File: src/rtl/arith_width_serializer_if.sv
// -----------------------------------------------------------------------------
// arith_width_serializer_if
//   Bundles the operand-side and beat-side handshakes of the width serializer.
//
//   Parameters:
//     IN_WIDTH   width of the wide operand (a_data)
//     OUT_WIDTH  width of one output beat (result_data)
//
//   Signals:
//     a_valid       operand valid              (producer -> serializer)
//     a_ready       serializer takes operand   (serializer -> producer)
//     a_data        wide operand               (producer -> serializer)
//     result_valid  beat valid                 (serializer -> consumer)
//     result_ready  consumer takes beat        (consumer -> serializer)
//     result_data   current beat, LS slice first
//     result_last   final beat of the operand
//
//   Modports:
//     slave   the serializer itself
//     master  the environment driving operands and consuming beats
// -----------------------------------------------------------------------------
interface arith_width_serializer_if #(
   parameter int IN_WIDTH  = 64,
   parameter int OUT_WIDTH = 16
);
   logic                 a_valid;
   logic                 a_ready;
   logic [IN_WIDTH-1:0]  a_data;
   logic                 result_valid;
   logic                 result_ready;
   logic [OUT_WIDTH-1:0] result_data;
   logic                 result_last;

   modport slave (
      input  a_valid,
      input  a_data,
      input  result_ready,
      output a_ready,
      output result_valid,
      output result_data,
      output result_last
   );

   modport master (
      output a_valid,
      output a_data,
      output result_ready,
      input  a_ready,
      input  result_valid,
      input  result_data,
      input  result_last
   );
endinterface

File: src/rtl/arith_width_serializer.sv
// -----------------------------------------------------------------------------
// arith_width_serializer
//   Accepts one IN_WIDTH-bit operand and emits it as NUM_BEATS consecutive
//   OUT_WIDTH-bit beats, least-significant slice first. The final beat of one
//   operand and the capture of the next can share a cycle, so a continuously
//   fed serializer produces one operand every NUM_BEATS cycles with no bubble.
//
//   Parameters:
//     IN_WIDTH   operand width (default 64)
//     OUT_WIDTH  beat width (default 16); OUT_WIDTH > IN_WIDTH is rejected
//
//   Ports:
//     clk   rising-edge clock
//     rst   synchronous active-high reset
//     bus   arith_width_serializer_if.slave (a_* operand side, result_* beat side)
//
//   Configuration macro:
//     ARITH_WIDTH_SERIALIZER_SIGN_FILL_EN
//       defined   : unused upper bits of the final beat copy the operand MSB
//       undefined : unused upper bits of the final beat are zero
// -----------------------------------------------------------------------------
module arith_width_serializer #(
   parameter int IN_WIDTH  = 64,
   parameter int OUT_WIDTH = 16
) (
   input logic                     clk,
   input logic                     rst,
   arith_width_serializer_if.slave bus
);

   localparam int NUM_BEATS    = (IN_WIDTH + OUT_WIDTH - 1) / OUT_WIDTH;
   localparam int PADDED_WIDTH = NUM_BEATS * OUT_WIDTH;
   localparam int FILL_BITS    = PADDED_WIDTH - IN_WIDTH;
   localparam int CNT_WIDTH    = (NUM_BEATS > 1) ? $clog2(NUM_BEATS) : 1;
   localparam logic [CNT_WIDTH-1:0] LAST_BEAT = CNT_WIDTH'(NUM_BEATS - 1);

   generate
      if (OUT_WIDTH > IN_WIDTH) begin : g_width_check
         $error("arith_width_serializer: OUT_WIDTH (%0d) exceeds IN_WIDTH (%0d)",
                OUT_WIDTH, IN_WIDTH);
      end
   endgenerate

   typedef enum logic {
      IDLE = 1'b0,
      SEND = 1'b1
   } state_t;

   state_t                  state_reg, state_next;
   logic [PADDED_WIDTH-1:0] shift_reg, shift_next;
   logic [CNT_WIDTH-1:0]    count_reg, count_next;

   logic                    fill_bit;
   logic [PADDED_WIDTH-1:0] captured;
   logic                    last_beat;
   logic                    a_ready;
   logic                    result_valid;

   // ------------------------------------------------------------------
   // Operand as loaded into the shift register: the operand itself in the
   // low bits, fill bits above it so the final beat is fully defined.
   // ------------------------------------------------------------------
`ifdef ARITH_WIDTH_SERIALIZER_SIGN_FILL_EN
   assign fill_bit = bus.a_data[IN_WIDTH-1];
`else
   assign fill_bit = 1'b0;
`endif

   assign captured[IN_WIDTH-1:0] = bus.a_data;

   generate
      for (genvar gi = 0; gi < FILL_BITS; gi++) begin : g_fill
         assign captured[IN_WIDTH+gi] = fill_bit;
      end
   endgenerate

   // last_beat is qualified by SEND so result_last stays low in IDLE.
   assign last_beat = (state_reg == SEND) && (count_reg == LAST_BEAT);

   // ------------------------------------------------------------------
   // State register
   // ------------------------------------------------------------------
   always_ff @(posedge clk) begin
      if (rst) begin
         state_reg <= IDLE;
         shift_reg <= '0;
         count_reg <= '0;
      end else begin
         state_reg <= state_next;
         shift_reg <= shift_next;
         count_reg <= count_next;
      end
   end

   // ------------------------------------------------------------------
   // Next-state and handshake logic.
   // result_valid comes only from state_reg; a_ready is the single path
   // that looks at an input (result_ready) in the same cycle, which is what
   // lets the last beat and the next capture overlap.
   // ------------------------------------------------------------------
   always_comb begin
      state_next   = state_reg;
      shift_next   = shift_reg;
      count_next   = count_reg;
      a_ready      = 1'b0;
      result_valid = 1'b0;

      unique case (state_reg)
         IDLE: begin
            a_ready = 1'b1;
            if (bus.a_valid) begin
               shift_next = captured;
               count_next = '0;
               state_next = SEND;
            end
         end

         SEND: begin
            result_valid = 1'b1;
            if (bus.result_ready) begin
               if (last_beat) begin
                  a_ready = 1'b1;
                  if (bus.a_valid) begin
                     // Back-to-back: reload without passing through IDLE.
                     shift_next = captured;
                     count_next = '0;
                     state_next = SEND;
                  end else begin
                     // Clear so an idle serializer presents zero data.
                     shift_next = '0;
                     count_next = '0;
                     state_next = IDLE;
                  end
               end else begin
                  shift_next = shift_reg >> OUT_WIDTH;
                  count_next = count_reg + CNT_WIDTH'(1);
               end
            end
         end

         default: begin
            state_next = IDLE;
         end
      endcase
   end

   assign bus.a_ready      = a_ready;
   assign bus.result_valid = result_valid;
   assign bus.result_data  = shift_reg[OUT_WIDTH-1:0];
   assign bus.result_last  = last_beat;

endmodule

File: src/flat_wrapper.sv
// flat-port wrapper written by rule: the top's interface ports become plain ports
module arith_width_serializer_flat 
#(
   parameter int IN_WIDTH  = 64,
   parameter int OUT_WIDTH = 16
)
  (clk, rst, bus_a_valid, bus_a_data, bus_result_ready, bus_a_ready, bus_result_valid, bus_result_data, bus_result_last);
  arith_width_serializer_if #(.IN_WIDTH(IN_WIDTH), .OUT_WIDTH(OUT_WIDTH)) bus_i ();
  input logic clk;
  input logic rst;
  input wire logic [$bits(bus_i.a_valid)-1:0] bus_a_valid;
  input wire logic [$bits(bus_i.a_data)-1:0] bus_a_data;
  input wire logic [$bits(bus_i.result_ready)-1:0] bus_result_ready;
  output wire logic [$bits(bus_i.a_ready)-1:0] bus_a_ready;
  output wire logic [$bits(bus_i.result_valid)-1:0] bus_result_valid;
  output wire logic [$bits(bus_i.result_data)-1:0] bus_result_data;
  output wire logic [$bits(bus_i.result_last)-1:0] bus_result_last;
  assign bus_i.a_valid = bus_a_valid;
  assign bus_i.a_data = bus_a_data;
  assign bus_i.result_ready = bus_result_ready;
  assign bus_a_ready = bus_i.a_ready;
  assign bus_result_valid = bus_i.result_valid;
  assign bus_result_data = bus_i.result_data;
  assign bus_result_last = bus_i.result_last;
  arith_width_serializer #(.IN_WIDTH(IN_WIDTH), .OUT_WIDTH(OUT_WIDTH)) u_core (.clk(clk), .rst(rst), .bus(bus_i));
endmodule
File: config.mk
export PLATFORM = sky130hd
export DESIGN_NAME = arith_width_serializer_flat
export DESIGN_NICKNAME = d
export VERILOG_FILES = /design/src/rtl/arith_width_serializer_if.sv /design/src/rtl/arith_width_serializer.sv /design/src/flat_wrapper.sv
export SDC_FILE = /design/constraint.sdc
export NUM_CORES = 1
export LEC_CHECK = 0
export CELL_PAD_IN_SITES_DETAIL_PLACEMENT = 1
export CELL_PAD_IN_SITES_GLOBAL_PLACEMENT = 2
export CORE_ASPECT_RATIO = 0.5
export CORE_MARGIN = 3
export CORE_UTILIZATION = 30
export DETAILED_ROUTE_END_ITERATION = 8
export PLACE_DENSITY_LB_ADDON = 0.1
export SLEW_MARGIN = 20
export SYNTH_ARGS = -nofsm -noshare
export SYNTH_HDL_FRONTEND = slang
export SYNTH_SLANG_ARGS = --single-unit
File: constraint.sdc
create_clock -name clk -period 2.7 [get_ports clk]
set_clock_uncertainty 0.1 [all_clocks]
set_input_delay 0.675 -clock clk [delete_from_list [all_inputs] [get_ports clk]]
set_output_delay 0.675 -clock clk [all_outputs]
set_load 0.02 [all_outputs]
==> reports/metrics.cfg <==
[logic_synthesis]
fa_ha_area_frac=0.00371
ys_sh_mux=0.00743
syn_area_per_cell_um2=8.14
ys_sh_simple=0.316
syn_nets=483
ys.warnings.count=0
synthXorXnorAreaFrac=0
compound_area_frac=0.174
logic_family=simple AND/OR/NAND/NOR gates
ys_seq_frac=0.398
netlist_instances=414
edf_count=0
ys.flops=67
async_reset_ff_frac=0
ff_type=dfxtp_1
syn_area_um2=3370
ys_cells=414
synth.distinct_cells=23
yosys_area_um2=3370

[worst_hold_path]
worstHoldPathCells=2
hold_path_class=flop to flop

[final_timing]
setup_ws_ns=0.280
fin_crit_ns=2.42
drv_slew=0
rsz0062_at_grt=false
hold_viol_final=0
fmax_ghz=0.413
slew_headroom=0.333
finalSetupViolations=0
worst_slew_pin_slew_ns=1.00
fin_crit_sh=0.896
holdWs_ns=0.387

[detailed_routing]
drc_errors=0
vias=3267
routed_via_density=5.39
drt-pass1-iter-count=4
wl_per_cell_um=17.7
postRouteWirelength_um=10700
drt_iter0_markers=234
antenna_left=0

[layout]
buffers_excl_clock=96
fill_cells=1233
nMultiInputCombCells=286
layout.nets=530
seq_area_frac=0.299
area_delta_synth_final_pct=33.1
largest_reg_flops=64
n_all_inverters=1
logic_area_um2=1700
largestClassByArea=multi-input combinational cells
drive_gt1_frac=0.0665
layout.cells.most_common=nor2_1
clock_buffers=15
antenna_cells=0
clk_share=0.0653
layout.nonclk_buf_frac=0.215
sh_comb_area=0.380
regArea_um2=1340
ff_count=67
mostFrequentLayoutCells=112 x nor2_1, 83 x clkdlybuf4s50_1, 67 x dfxtp_1
post-route-util=0.424

[floorplan]
core_util_floorplan=0.319
die_y_um=80.9
chip_area_um2=12600
pin_count=87
coreArea_um2=10600
rows=26
die_x_um=156
n_tap_cell=140

[pwr]
comb_power_w=0.000500
leakagePower_nw=1.65
switchingPower_w=0.000705
vdd_drop_max_mv=0.300
pg_clk_w=0.00113
sw_frac_of_total=0.257
powerDensity_nw_per_um2=613
pwr-share-seq=0.408
clkPwrFrac=0.410
p_seq_w=0.00112
top_power_group=the clock network
power_w=0.00275
combPwrFrac=0.182
p_int_w=0.00204

[clocking]
numCtsBuffers=9
ctsHoldBuffers=0
cts_root_buf=clkbuf_16
clk_pin_slew_ns=0.05
clock_latency_ns=0.32
cts.sinks=67
cts_tree=done
htreeDepth=3
clk_path_buf_depth=2

[flow_run]
cap_violations=0
warnings=26

[critical_path]
path_class=flop to output pin
end_kind=output pin
slowest_delay_ns=0.60
cp.arrival_ns=1.64
crit_chain=and2_1, clkdlybuf4s50_1
cp.required_ns=1.92
cp-start-kind=flop
reg2reg_depth=3
slowest_stage=clkdlybuf4s50_1
critPathMaxFanout=9

[global_routing]
first_global_vias=3335
grt_max_degree=53
gr-total-overflow=0
antenna_found_initial=0
grt_pass1_wl_um=17700
grt_use_total=0.176

[place]
place_ws_ns=-0.0186
place_hpwl_um=7280
place_congestion=0.792
io_buffers=86

[run_status]
status=completed

[cell families after synthesis]
kind of cell             count (synthesis)
AND-OR/OR-AND                           68
AND/OR/NAND/NOR                        215
flip-flops                              67
adder cells (fa/ha/maj)                  1
buffers and inverters                   61
multiplexers                             2
[per-stage QoR]
stage	instances	cell area (um2)	setup TNS, ns
final	606	4480	0
after global routing	606	4480	0
after CTS	606	4480	0
after detailed placement	590	4190	-0.0497
after global placement	590	4190	0
after floorplan	414	3370	0
[worst paths after layout]
check                                                        from                           endpoint  slack [ns]
worst min-delay path            u_core.shift_reg[50]$_SDFFE_PP0P_  u_core.shift_reg[50]$_SDFFE_PP0P_        0.39
worst max register to register        u_core.state_reg$_SDFF_PP0_  u_core.shift_reg[40]$_SDFFE_PP0P_        0.69
worst max-delay path                  u_core.state_reg$_SDFF_PP0_                    bus_result_last        0.28
worst min register to register  u_core.shift_reg[50]$_SDFFE_PP0P_  u_core.shift_reg[50]$_SDFFE_PP0P_        0.39
[synthesized netlist by cell type, drive strengths merged, types with 3 or more instances]
cell    instances  share of area
clkbuf         17          0.019
nand2           3         0.0041
a21oi           3         0.0045
dfxtp          67           0.40
nor4           48          0.089
nor2b          48          0.089
a32oi          16          0.042
nor2          112           0.12
a311oi         48           0.12
buf            43          0.080
[worst max-delay path: cells and delay by family, from the launching register on]
family,cells,cell delay (ns)
buf+inv,1,0.60
flops,1,0.54
simple gates,1,0.19
[timing repair]
item                                   4_1_cts  5_1_grt
buffers inserted                             0        0
endpoints found under the hold margin        0        0
resized                                      0        1
setup endpoints to repair                    0        1
[metal layers]
layer	vias up	part of all wire	routed length, um	global-route usage
li1	1600	-	-	-
met1	1566	0.53	5650	0.258
met2	93	0.42	4550	0.259
met3	8	0.045	480	0.0484
met4	0	0.0056	60	0.0308
met5	-	0	0	0
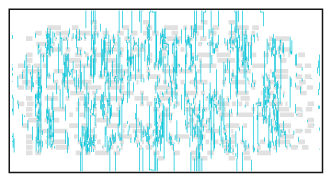
Figure 1: metal 2.
Scale: 2 px per um.
nets with wire on the layer: 447
main direction: vertical
share of all routed wire: 42%

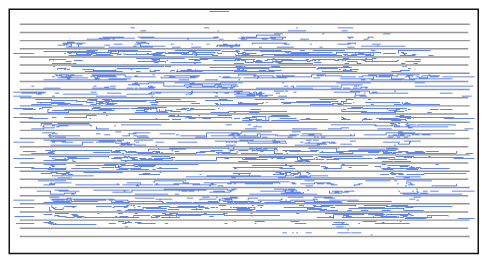
Figure 2: M1 wires.
Scale: 3 px per um. Supply wires on this layer in grey.
wire length on this layer: 5650 um
nets with wire on the layer: 496
longest straight run: 38.6 um
main direction: horizontal

Power figures rest on the tool's default switching activity, not on a simulated workload.
